### src/rtl/exec_pkg.sv
// Shared encodings for the execute stage: ALU opcodes, shifter codes,
// controller states and status-register bit positions.
package exec_pkg;

    typedef enum logic [2:0] {
        ALU_ADD = 3'b000,
        ALU_SUB = 3'b001,
        ALU_AND = 3'b010,
        ALU_MVN = 3'b011,
        ALU_MUL = 3'b100
    } alu_op_e;

    typedef enum logic [1:0] {
        SH_NONE = 2'b00,
        SH_LSL  = 2'b01,
        SH_LSR  = 2'b10,
        SH_ASR  = 2'b11
    } shift_e;

    typedef enum logic {
        S_IDLE = 1'b0,
        S_MUL  = 1'b1
    } state_e;

    localparam int ST_Z = 0;
    localparam int ST_N = 1;
    localparam int ST_V = 2;

endpackage

### src/rtl/execute_stage_if.sv
// Operand/control/result bundle between the controller (master) and the
// execute stage (slave).
interface execute_stage_if #(
    parameter int WIDTH = 16
);
    logic [WIDTH-1:0] A;
    logic [WIDTH-1:0] B;
    logic [WIDTH-1:0] sximm5;
    logic             asel;
    logic             bsel;
    logic [1:0]       shift;
    logic [2:0]       ALUop;
    logic             loadc;
    logic             loads;
    logic             start;
    logic             busy;
    logic             done;
    logic [WIDTH-1:0] C;
    logic [2:0]       status;

    modport master (
        output A, B, sximm5, asel, bsel, shift, ALUop, loadc, loads, start,
        input  busy, done, C, status
    );

    modport slave (
        input  A, B, sximm5, asel, bsel, shift, ALUop, loadc, loads, start,
        output busy, done, C, status
    );
endinterface

### src/rtl/exec_shifter.sv
// Combinational one-position shifter applied to the B operand.
module exec_shifter
    import exec_pkg::*;
#(
    parameter int WIDTH = 16
) (
    input  logic [WIDTH-1:0] in,
    input  logic [1:0]       shift,
    output logic [WIDTH-1:0] out
);
    always_comb begin
        // NOTE: every combinational output gets a default first, so no path
        // through the case can leave it unassigned and infer a latch.
        out = in;
        case (shift)
            SH_LSL:  out = {in[WIDTH-2:0], 1'b0};
            SH_LSR:  out = {1'b0, in[WIDTH-1:1]};
            SH_ASR:  out = {in[WIDTH-1], in[WIDTH-1:1]};
            default: out = in;
        endcase
    end
endmodule

### src/rtl/execute_stage.sv
// Execute stage: single-cycle ADD/SUB/AND/MVN plus a WIDTH-cycle shift-add MUL.
// Define STATUS_V_EN to build the signed-overflow (V) status logic.
module execute_stage
    import exec_pkg::*;
#(
    parameter int WIDTH = 16
) (
    input  logic          clk,
    input  logic          reset,
    execute_stage_if.slave bus
);
    localparam int CNT_W = $clog2(WIDTH + 1);

    logic [WIDTH-1:0] b_shifted, ain, bin, b_eff, alu_res, acc_next;
    logic             alu_v;

    state_e           state;
    logic [WIDTH-1:0] mcand, mplier, acc;
    logic [CNT_W-1:0] cnt;
    logic             lat_loadc, lat_loads;
    logic [WIDTH-1:0] c_reg;
    logic [2:0]       status_reg;
    logic             busy_reg, done_reg;

    function automatic logic [2:0] flags(input logic [WIDTH-1:0] r, input logic v);
        logic [2:0] st;
        st       = '0;
        st[ST_Z] = (r == '0);
        st[ST_N] = r[WIDTH-1];
        st[ST_V] = v;
        return st;
    endfunction

    exec_shifter #(.WIDTH(WIDTH)) u_shifter (
        .in    (bus.B),
        .shift (bus.shift),
        .out   (b_shifted)
    );

    assign ain = bus.asel ? '0 : bus.A;
    assign bin = bus.bsel ? bus.sximm5 : b_shifted;

    always_comb begin
        alu_res = '0;
        b_eff   = bin;
        alu_v   = 1'b0;
        case (bus.ALUop)
            ALU_ADD: alu_res = ain + bin;
            ALU_SUB: begin
                b_eff   = ~bin;
                alu_res = ain + b_eff + WIDTH'(1);
            end
            ALU_AND: alu_res = ain & bin;
            ALU_MVN: alu_res = ~bin;
            default: alu_res = '0;
        endcase
`ifdef STATUS_V_EN
        if (bus.ALUop == ALU_ADD || bus.ALUop == ALU_SUB)
            alu_v = (ain[WIDTH-1] == b_eff[WIDTH-1]) && (alu_res[WIDTH-1] != ain[WIDTH-1]);
`endif
    end

    assign acc_next = mplier[0] ? acc + mcand : acc;

    // NOTE: sequential state uses non-blocking assignments only, and every
    // register (datapath included) is cleared so reset aborts a MUL cleanly.
    always_ff @(posedge clk or posedge reset) begin
        if (reset) begin
            state      <= S_IDLE;
            mcand      <= '0;
            mplier     <= '0;
            acc        <= '0;
            cnt        <= '0;
            lat_loadc  <= 1'b0;
            lat_loads  <= 1'b0;
            c_reg      <= '0;
            status_reg <= '0;
            busy_reg   <= 1'b0;
            done_reg   <= 1'b0;
        end else begin
            done_reg <= 1'b0;
            case (state)
                S_IDLE: begin
                    if (bus.start) begin
                        if (bus.ALUop == ALU_MUL) begin
                            mcand     <= ain;
                            mplier    <= bin;
                            lat_loadc <= bus.loadc;
                            lat_loads <= bus.loads;
                            acc       <= '0;
                            cnt       <= CNT_W'(WIDTH);
                            busy_reg  <= 1'b1;
                            state     <= S_MUL;
                        end else begin
                            if (bus.loadc) c_reg      <= alu_res;
                            if (bus.loads) status_reg <= flags(alu_res, alu_v);
                            done_reg <= 1'b1;
                        end
                    end
                end
                S_MUL: begin
                    acc    <= acc_next;
                    mcand  <= mcand << 1;
                    mplier <= mplier >> 1;
                    cnt    <= cnt - CNT_W'(1);
                    // Last iteration: commit the accumulator including this step's add.
                    if (cnt == CNT_W'(1)) begin
                        if (lat_loadc) c_reg      <= acc_next;
                        if (lat_loads) status_reg <= flags(acc_next, 1'b0);
                        done_reg <= 1'b1;
                        busy_reg <= 1'b0;
                        state    <= S_IDLE;
                    end
                end
            endcase
        end
    end

    assign bus.C      = c_reg;
    assign bus.status = status_reg;
    assign bus.busy   = busy_reg;
    assign bus.done   = done_reg;
endmodule

### src/flat_wrapper.sv
// flat-port wrapper written by rule: the top's interface ports become plain ports
module execute_stage_flat import exec_pkg::*;
#(
    parameter int WIDTH = 16
)
  (clk, reset, bus_A, bus_B, bus_sximm5, bus_asel, bus_bsel, bus_shift, bus_ALUop, bus_loadc, bus_loads, bus_start, bus_busy, bus_done, bus_C, bus_status);
  execute_stage_if #(.WIDTH(WIDTH)) bus_i ();
  input  logic clk;
  input  logic reset;
  input wire logic [$bits(bus_i.A)-1:0] bus_A;
  input wire logic [$bits(bus_i.B)-1:0] bus_B;
  input wire logic [$bits(bus_i.sximm5)-1:0] bus_sximm5;
  input wire logic [$bits(bus_i.asel)-1:0] bus_asel;
  input wire logic [$bits(bus_i.bsel)-1:0] bus_bsel;
  input wire logic [$bits(bus_i.shift)-1:0] bus_shift;
  input wire logic [$bits(bus_i.ALUop)-1:0] bus_ALUop;
  input wire logic [$bits(bus_i.loadc)-1:0] bus_loadc;
  input wire logic [$bits(bus_i.loads)-1:0] bus_loads;
  input wire logic [$bits(bus_i.start)-1:0] bus_start;
  output wire logic [$bits(bus_i.busy)-1:0] bus_busy;
  output wire logic [$bits(bus_i.done)-1:0] bus_done;
  output wire logic [$bits(bus_i.C)-1:0] bus_C;
  output wire logic [$bits(bus_i.status)-1:0] bus_status;
  assign bus_i.A = bus_A;
  assign bus_i.B = bus_B;
  assign bus_i.sximm5 = bus_sximm5;
  assign bus_i.asel = bus_asel;
  assign bus_i.bsel = bus_bsel;
  assign bus_i.shift = bus_shift;
  assign bus_i.ALUop = bus_ALUop;
  assign bus_i.loadc = bus_loadc;
  assign bus_i.loads = bus_loads;
  assign bus_i.start = bus_start;
  assign bus_busy = bus_i.busy;
  assign bus_done = bus_i.done;
  assign bus_C = bus_i.C;
  assign bus_status = bus_i.status;
  execute_stage #(.WIDTH(WIDTH)) u_core (.clk(clk), .reset(reset), .bus(bus_i));
endmodule
### config.mk
export PLATFORM = sky130hd
export DESIGN_NAME = execute_stage_flat
export DESIGN_NICKNAME = d
export VERILOG_FILES = /design/src/rtl/exec_pkg.sv /design/src/rtl/execute_stage_if.sv /design/src/rtl/exec_shifter.sv /design/src/rtl/execute_stage.sv /design/src/flat_wrapper.sv
export SDC_FILE = /design/constraint.sdc
export NUM_CORES = 1
export LEC_CHECK = 0
export CAP_MARGIN = 25
export CORE_MARGIN = 8
export CORE_UTILIZATION = 38
export CTS_CLUSTER_DIAMETER = 60
export DETAILED_ROUTE_END_ITERATION = 16
export PLACE_DENSITY = 0.6
export SLEW_MARGIN = 5
export SYNTH_ARGS = -nofsm -noshare
export SYNTH_HDL_FRONTEND = slang
export SYNTH_HIERARCHICAL = 1
export SYNTH_SLANG_ARGS = --single-unit
### constraint.sdc
create_clock -name clk -period 3.7 [get_ports clk]
set_input_delay 0.74 -clock clk [delete_from_list [all_inputs] [get_ports clk]]
set_output_delay 0.74 -clock clk [all_outputs]
set_load 0.01 [all_outputs]
Congestion heat map:
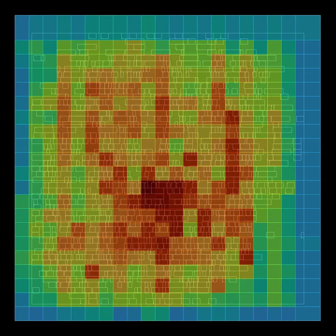
GRT Max-Usage Layer: met2
detailed-route wire length per cell: 17.66 µm
met3 global-route usage: 3.817%

Metal layers overlaid:
Two of the layers only.
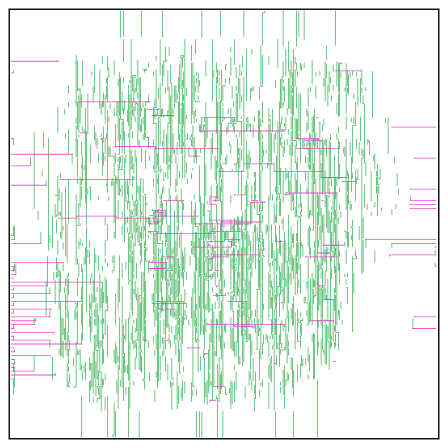
- met3: magenta (wire length 1080 µm)
- met2: green (wire length 10800 µm)
via count: 7000
Tot GR Track Use: 20.49%

Wires at chosen ports, followed through buffers:
Bar = 50 µm.
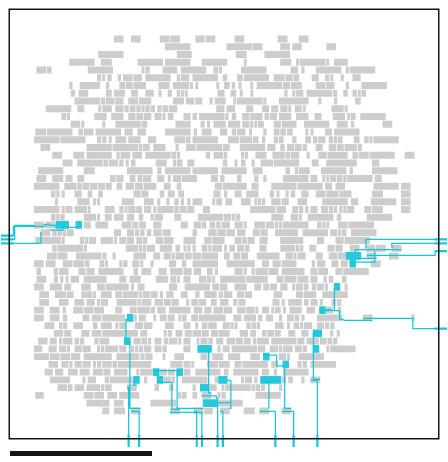
- bus_A: cyan (bits 16; direction input; end cells 24; buffers 17; wire 562 µm)
Ports: 81
port buffer count: 79

Where the registers sit:
Bar = 50 µm. Other sequential cells in the stronger grey, the rest of the logic in the fainter grey.
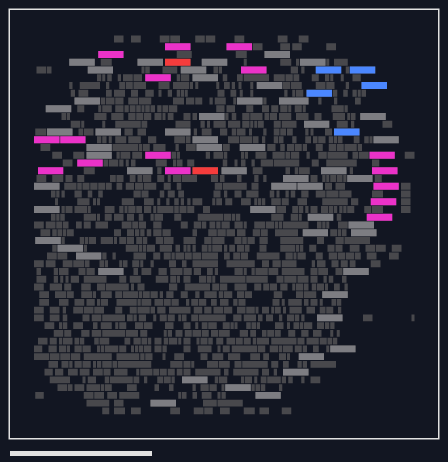
- u_core/bus.status: red (sequential cells 2)
- u_core/cnt: blue (sequential cells 5; where upper right)
- u_core/bus.C: magenta (sequential cells 16)
- not coloured: 53
flop share of the area: 18.99%
Finished Core Util: 56.25%
sequential power: 1.41 mW
total area of sequential cells: 1906 µm²

[path summary, 6_finish.rpt]
path / end / slack, ns / cells past startpoint / from
min in group asynchronous: u_core/acc[15] / 0.68 / 2 / reset
worst min register to register: u_core/mplier[10] / 0.48 / 2 / u_core/mplier[11]
max in group asynchronous: u_core/mcand[1] / 2.25 / 4 / reset
worst max-delay path: u_core/bus.status[1] / -0.006 / 20 / bus_shift[0]
worst max register to register: u_core/bus.status[0] / 0.09 / 11 / u_core/mcand[0]
worst min-delay path: u_core/mplier[10] / 0.48 / 2 / u_core/mplier[11]
==> out/qor.yml <==
status: "finished, violations left"
violations: "negative setup slack"
cpMostUsedCell: "buf_4"
flops: 76
layout_worst_path_cycle_share_pct: 100.2
cts_hold_buf: 0
setup_viol: 2
grt_pass1_wl_um: 36650
maxPowerGroup: "combinational logic"
most_common_cell: "nand2_1"
antenna_left: 0
layout-drive-gt1-share_pct: 29.80
swShare_pct: 40.25
edf_count: 0
top_cells_by_count: "nand2_1 (117), dfrtp_1 (76), nor2_1 (65)"
initCoreUtil_pct: 38.38
required_ns: 3.92
xor_share_pct: 3.709
synthMuxAreaShare_pct: 14.16
rsz0062_at_grt: "yes"
timing.hold.ws_ns: 0.4774
tns_ns: -0.008190
syn_avg_cell_area_um2: 8.201
ys_sh_aoi_pct: 20.26
seqPwrFrac_pct: 28.5
tap_cells: 229
finalHoldViolCount: 0
total_power_mw: 4.951
critPathKind: "in -> reg"
dr.pass1.iters: 5
largest_class: "multi-input combinational cells"
log.warning_count: 37
setup_ws_ns: -0.005698
ys_seq_elements: 76
syn_area_um2: 6848
crit_family: "AND-OR/OR-AND gates"
synth.distinct_cells: 72
postCtsSetupBuffers: 11
logic_area_um2: 5174
grt_overflow_total: 0
h-tree-depth: 3
fp.coreArea_um2: 17840
grt_max_degree: 56
fmax_mhz: 269.9
power.switching_mw: 1.993
irDropWorstVdd_mv: 0.3146
synth-async-reset-ratio_pct: 100.0
syn-num-nets: 947
worstSkewPairLatency_ns: 0.34
simple_gate_share_pct: 19.50
drt-met1-wl_um: 10480
finalCriticalPeriod_ns: 3.706
maxCapViolCount: 0
nMultiInputCombCells: 685
clockNetworkAreaShare_pct: 2.993
fp.dieW_um: 150.2
top_area_cell: "dfrtp_1"
combinationalPower_mw: 2.61
topCellsByArea: "dfrtp_1 (28%), mux2i_1 (9.1%), ha_1 (9.0%)"
final_common_cell: "buf_4"
powerClk_mw: 0.927
comb_share_pct: 51.56
power.internal_mw: 2.959
dp.cells: 1260
worst_pin_slew_ns: 0.8753
antenna_found_initial: 0
Power is estimated from default activity; no workload was simulated.
